`src/rtl/mem_arb_pkg.sv`:
```
// Shared types for the fetch/data memory arbiter.
package mem_arb_pkg;

  typedef enum logic [1:0] {
    IDLE  = 2'd0,
    GNT_D = 2'd1,
    GNT_F = 2'd2
  } arb_state_e;

  localparam logic OWNER_DATA  = 1'b1;
  localparam logic OWNER_FETCH = 1'b0;

endpackage

```
`src/rtl/arb_sat_counter.sv`:
```
// Saturating up-counter with synchronous clear; hit_o is high while the count sits at LIMIT.
module arb_sat_counter #(
  parameter int unsigned LIMIT = 4
) (
  input  logic clk,
  input  logic reset,
  input  logic clr_i,
  input  logic inc_i,
  output logic hit_o
);

  localparam int unsigned W = (LIMIT < 1) ? 1 : $clog2(LIMIT + 1);
  localparam logic [W-1:0] LIM = W'(LIMIT);

  logic [W-1:0] cnt_q, cnt_d;

  always_comb begin
    cnt_d = cnt_q;
    if (clr_i) begin
      cnt_d = '0;
    end else if (inc_i && (cnt_q != LIM)) begin
      cnt_d = cnt_q + 1'b1;
    end
  end

  always_ff @(posedge clk) begin
    if (reset) begin
      cnt_q <= '0;
    end else begin
      cnt_q <= cnt_d;
    end
  end

  assign hit_o = (cnt_q == LIM);

endmodule

```
`src/rtl/mem_arbiter.sv`:
```
// Shares one variable-latency memory between fetch and data ports: data priority,
// bounded fetch starvation, registered outputs, timeout abort of hung accesses.
module mem_arbiter
  import mem_arb_pkg::*;
#(
  parameter int          ADDR_W         = 32,
  parameter int          DATA_W         = 32,
  parameter int unsigned STARVE_LIMIT   = 4,
  parameter int unsigned TIMEOUT_CYCLES = 16
) (
  input  logic              clk,
  input  logic              reset,
  input  logic              if_req_i,
  input  logic [ADDR_W-1:0] if_addr_i,
  output logic              if_ack_o,
  output logic [DATA_W-1:0] if_rdata_o,
  input  logic              d_req_i,
  input  logic              d_we_i,
  input  logic [ADDR_W-1:0] d_addr_i,
  input  logic [DATA_W-1:0] d_wdata_i,
  output logic              d_ack_o,
  output logic [DATA_W-1:0] d_rdata_o,
  output logic              mem_req_o,
  output logic              mem_we_o,
  output logic [ADDR_W-1:0] mem_addr_o,
  output logic [DATA_W-1:0] mem_wdata_o,
  input  logic [DATA_W-1:0] mem_rdata_i,
  input  logic              mem_ack_i,
  output logic              err_o,
  output logic              owner_o
);

  // Expiry is detected in the last allowed mem_req cycle, so the counter stops one short.
  localparam int unsigned TMO_LIMIT = (TIMEOUT_CYCLES == 0) ? 0 : TIMEOUT_CYCLES - 1;

  arb_state_e state_q, state_d;

  logic              mem_req_q, mem_req_d;
  logic              mem_we_q, mem_we_d;
  logic [ADDR_W-1:0] mem_addr_q, mem_addr_d;
  logic [DATA_W-1:0] mem_wdata_q, mem_wdata_d;
  logic              owner_q, owner_d;
  logic              if_ack_q, if_ack_d;
  logic              d_ack_q, d_ack_d;
  logic [DATA_W-1:0] if_rdata_q, if_rdata_d;
  logic [DATA_W-1:0] d_rdata_q, d_rdata_d;
  logic              err_q, err_d;

  logic in_gnt, ack_busy, d_win, grant_d, grant_f, done, expire;
  logic starve_hit, tmo_hit;

  // The completion cycle is a turnaround: both requesters re-arbitrate together next cycle.
  assign in_gnt   = (state_q != IDLE);
  assign ack_busy = if_ack_q | d_ack_q;
  assign d_win    = d_req_i && (!if_req_i || !starve_hit || (STARVE_LIMIT == 0));
  assign grant_d  = (state_q == IDLE) && !ack_busy && d_win;
  assign grant_f  = (state_q == IDLE) && !ack_busy && !d_win && if_req_i;
  assign done     = in_gnt && mem_ack_i;
  assign expire   = in_gnt && !mem_ack_i && tmo_hit && (TIMEOUT_CYCLES != 0);

  arb_sat_counter #(.LIMIT(STARVE_LIMIT)) u_starve (
    .clk   (clk),
    .reset (reset),
    .clr_i (grant_f || (grant_d && !if_req_i)),
    .inc_i (grant_d && if_req_i),
    .hit_o (starve_hit)
  );

  arb_sat_counter #(.LIMIT(TMO_LIMIT)) u_timeout (
    .clk   (clk),
    .reset (reset),
    .clr_i (grant_d || grant_f),
    .inc_i (in_gnt && !mem_ack_i),
    .hit_o (tmo_hit)
  );

  always_ff @(posedge clk) begin
    if (reset) begin
      state_q     <= IDLE;
      mem_req_q   <= 1'b0;
      mem_we_q    <= 1'b0;
      mem_addr_q  <= '0;
      mem_wdata_q <= '0;
      owner_q     <= 1'b0;
      if_ack_q    <= 1'b0;
      d_ack_q     <= 1'b0;
      if_rdata_q  <= '0;
      d_rdata_q   <= '0;
      err_q       <= 1'b0;
    end else begin
      state_q     <= state_d;
      mem_req_q   <= mem_req_d;
      mem_we_q    <= mem_we_d;
      mem_addr_q  <= mem_addr_d;
      mem_wdata_q <= mem_wdata_d;
      owner_q     <= owner_d;
      if_ack_q    <= if_ack_d;
      d_ack_q     <= d_ack_d;
      if_rdata_q  <= if_rdata_d;
      d_rdata_q   <= d_rdata_d;
      err_q       <= err_d;
    end
  end

  always_comb begin
    state_d = state_q;
    unique case (state_q)
      IDLE: begin
        if (grant_d) begin
          state_d = GNT_D;
        end else if (grant_f) begin
          state_d = GNT_F;
        end
      end
      GNT_D, GNT_F: begin
        if (done || expire) begin
          state_d = IDLE;
        end
      end
      default: state_d = IDLE;
    endcase
  end

  always_comb begin
    mem_req_d   = (state_d != IDLE);
    mem_we_d    = mem_we_q;
    mem_addr_d  = mem_addr_q;
    mem_wdata_d = mem_wdata_q;
    owner_d     = owner_q;
    if_ack_d    = 1'b0;
    d_ack_d     = 1'b0;
    if_rdata_d  = '0;
    d_rdata_d   = '0;
    err_d       = 1'b0;
    if (grant_d) begin
      mem_we_d    = d_we_i;
      mem_addr_d  = d_addr_i;
      mem_wdata_d = d_wdata_i;
      owner_d     = OWNER_DATA;
    end else if (grant_f) begin
      mem_we_d    = 1'b0;
      mem_addr_d  = if_addr_i;
      mem_wdata_d = '0;
      owner_d     = OWNER_FETCH;
    end
    if (done || expire) begin
      err_d = expire;
      if (state_q == GNT_D) begin
        d_ack_d   = 1'b1;
        d_rdata_d = (done && !mem_we_q) ? mem_rdata_i : '0;
      end else begin
        if_ack_d   = 1'b1;
        if_rdata_d = done ? mem_rdata_i : '0;
      end
    end
  end

  assign mem_req_o   = mem_req_q;
  assign mem_we_o    = mem_we_q;
  assign mem_addr_o  = mem_addr_q;
  assign mem_wdata_o = mem_wdata_q;
  assign owner_o     = owner_q;
  assign if_ack_o    = if_ack_q;
  assign d_ack_o     = d_ack_q;
  assign if_rdata_o  = if_rdata_q;
  assign d_rdata_o   = d_rdata_q;
  assign err_o       = err_q;

endmodule
```
`config.mk`:
```
export PLATFORM = sky130hd
export DESIGN_NAME = mem_arbiter
export DESIGN_NICKNAME = d
export VERILOG_FILES = /design/src/rtl/mem_arb_pkg.sv /design/src/rtl/arb_sat_counter.sv /design/src/rtl/mem_arbiter.sv
export SDC_FILE = /design/constraint.sdc
export NUM_CORES = 1
export LEC_CHECK = 0
export CORE_MARGIN = 4
export CORE_UTILIZATION = 37
export DETAILED_ROUTE_END_ITERATION = 10
export GPL_TIMING_DRIVEN = 0
export PLACE_DENSITY = 0.76
export SYNTH_ARGS = -nofsm -noshare
export SYNTH_HDL_FRONTEND = slang
export SYNTH_HIERARCHICAL = 1
export SYNTH_SLANG_ARGS = --single-unit
```
`constraint.sdc`:
```
create_clock -name clk -period 2.2 [get_ports clk]
set_input_delay 0.22 -clock clk [delete_from_list [all_inputs] [get_ports clk]]
set_output_delay 0.22 -clock clk [all_outputs]
set_load 0.01 [all_outputs]
```
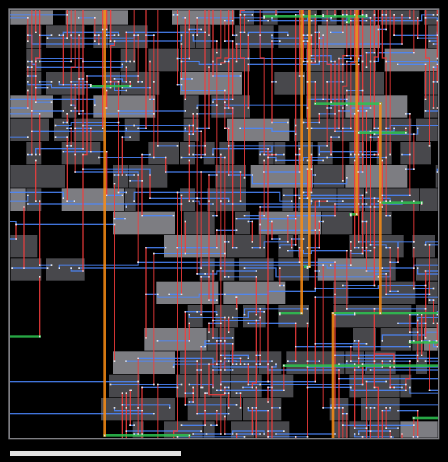
Fig. 1. Close-up of the layout.
The bar under the picture is 20 um long. Window x 40 to 90, y 66 to 116 um. Cells in gray, sequential cells in the stronger gray; small squares are vias.
- M2: red
- M1: blue
- M4: orange
- M3: green
- netlist names of flops here include: mem_wdata_o (16), state_q (2)
- most frequent: a21oi_1 (22), dfxtp_1 (22)
- sequential cells in the window: 22
- cells with their middle in the window: 156

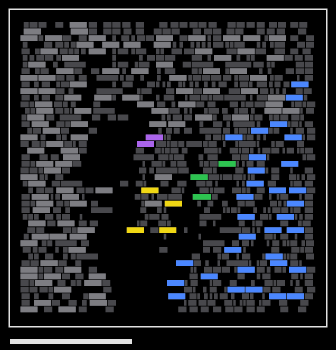
Fig. 2. Sequential cells grouped by signal name.
The bar under the picture is 50 um long. Other sequential cells in the stronger gray, the rest of the logic in the fainter gray.
- state_q: purple (placed flops 2)
- mem_addr_o: blue (placed flops 32)
- u_starve/cnt_q: green (placed flops 3)
- u_timeout/cnt_q: yellow (placed flops 4)

==> ci_impl_report.md <==
## PnR job results

| Metric | Value |
|---|---|
| Overall power | `7.358 mW` |
| CTS tree | `yes` |
| I/O Buffers | `267` |
| CTS Sinks | `143` |
| M2 GR Usage | `34.15%` |
| Setup_tns | `0 ns` |
| Clock skew | `0.009592 ns` |
| Clock Latency Late Sink | `0.42 ns` |
| WS Path Type | `register to register` |
| Grt met1 use | `25.00%` |
| Crit Reg-Reg Startpoint | `u_starve/cnt_q[1]` |
| Global route overflow | `0` |
| Max FO, Critical Path | `19` |
| Chip Area | `16870 um^2` |
| Number of synthesized flops with an enable pin | `0` |
| Initial Util | `37.81%` |
| P_clk | `2.88 mW` |
| Post-route insts no fill | `1038` |
| Combinational Power Share | `21.9%` |
| Buf+Inv Stages, Crit Path | `2` |
| Global-route wire length before repair | `27.69 mm` |
| XOR Share, Synth | `0%` |
| Clock tree buffer depth | `2` |
| # Post-CTS Setup Buffers | `1` |
| Buffers excl. clock | `315` |
| Comb area leader | `simple AND/OR/NAND/NOR gates` |
| Aggregate global-route resource usage | `21.18%` |
| Starting DRT DRC Count | `194` |
| Sw Share | `28.21%` |
| Fill cell count | `1238` |
| Gate Area | `2386 um^2` |
| Setup slack, reg-to-reg | `0.12 ns` |
| Logic share of the area | `26.39%` |
| Cells after Synth | `558` |
| Post-Synth Adder-Cell Area | `1.366%` |
| First-pass iteration count of the detailed router | `5` |
| Clock-cell share | `6.560%` |
| Hold crit path type | `input pin to register` |
| Peak supply drop | `0.5183 mV` |
| Worst-path cell chain | `inv_1, ha_1, and2_1, a21bo_2, buf_6, nor2_2, a21boi_2, mux2_1` |
| I/O Pins | `268` |
| HP Start | `d_wdata_i[27]` |
| Worst Tran Pin Value | `0.4908 ns` |
| # clk buffers | `18` |
| Flop share of the area | `31.68%` |
| Post-synth net total | `698` |
| Rel. slew slack | `67.28%` |
| Tapcell count | `184` |
| Leak | `3.350 nW` |
| Outcome | `finished, final reports clean` |
| # DRC | `0` |
| Ys flop type | `dfxtp_1` |
| CTS root buffer | `clkbuf_16` |
| Worst Path Arrival | `2.37 ns` |
| Unrepaired setup endpoints after global routing | `false` |
| Seq pwr | `2.87 mW` |
| Placer Congestion | `0.8250` |
| Final hold vios | `0` |
| Most numerous logic cells after layout | `clkdlybuf4s50_1 (267), dfxtp_1 (142), nand2_1 (69)` |
| Syn avg cell area | `9.848 um^2` |
| Yosys top cell by area | `dfxtp_1` |
| Ys async rst share | `0%` |
| Fin util | `62.21%` |
| F_max | `480.9 MHz` |
| Yosys stat area | `5495 um^2` |
| Synthesized cell area | `5495 um^2` |
| Synth top cell by count | `dfxtp_1` |
| Tool warning count | `29` |
| Inverters, non-clock | `6` |
| Minimum clock period | `2.080 ns` |
| Layout cells sized above 1 | `12.30%` |
| Required @ worst endpoint | `2.50 ns` |
| Largest net degree at the start of global routing | `20` |
| Register area | `2864 um^2` |
| DIE WIDTH | `129.9 um` |
| Area growth syn-to-layout | `64.53%` |
| Final setup margin | `0.1204 ns` |
| Synth top area cells | `dfxtp_1 (52%), and2_1 (7.4%), o211ai_2 (6.8%)` |
| Final Max Slew Viols | `0` |
| Worst setup EP type | `register` |
Power figures rest on the tool's default switching activity, not on a simulated workload.
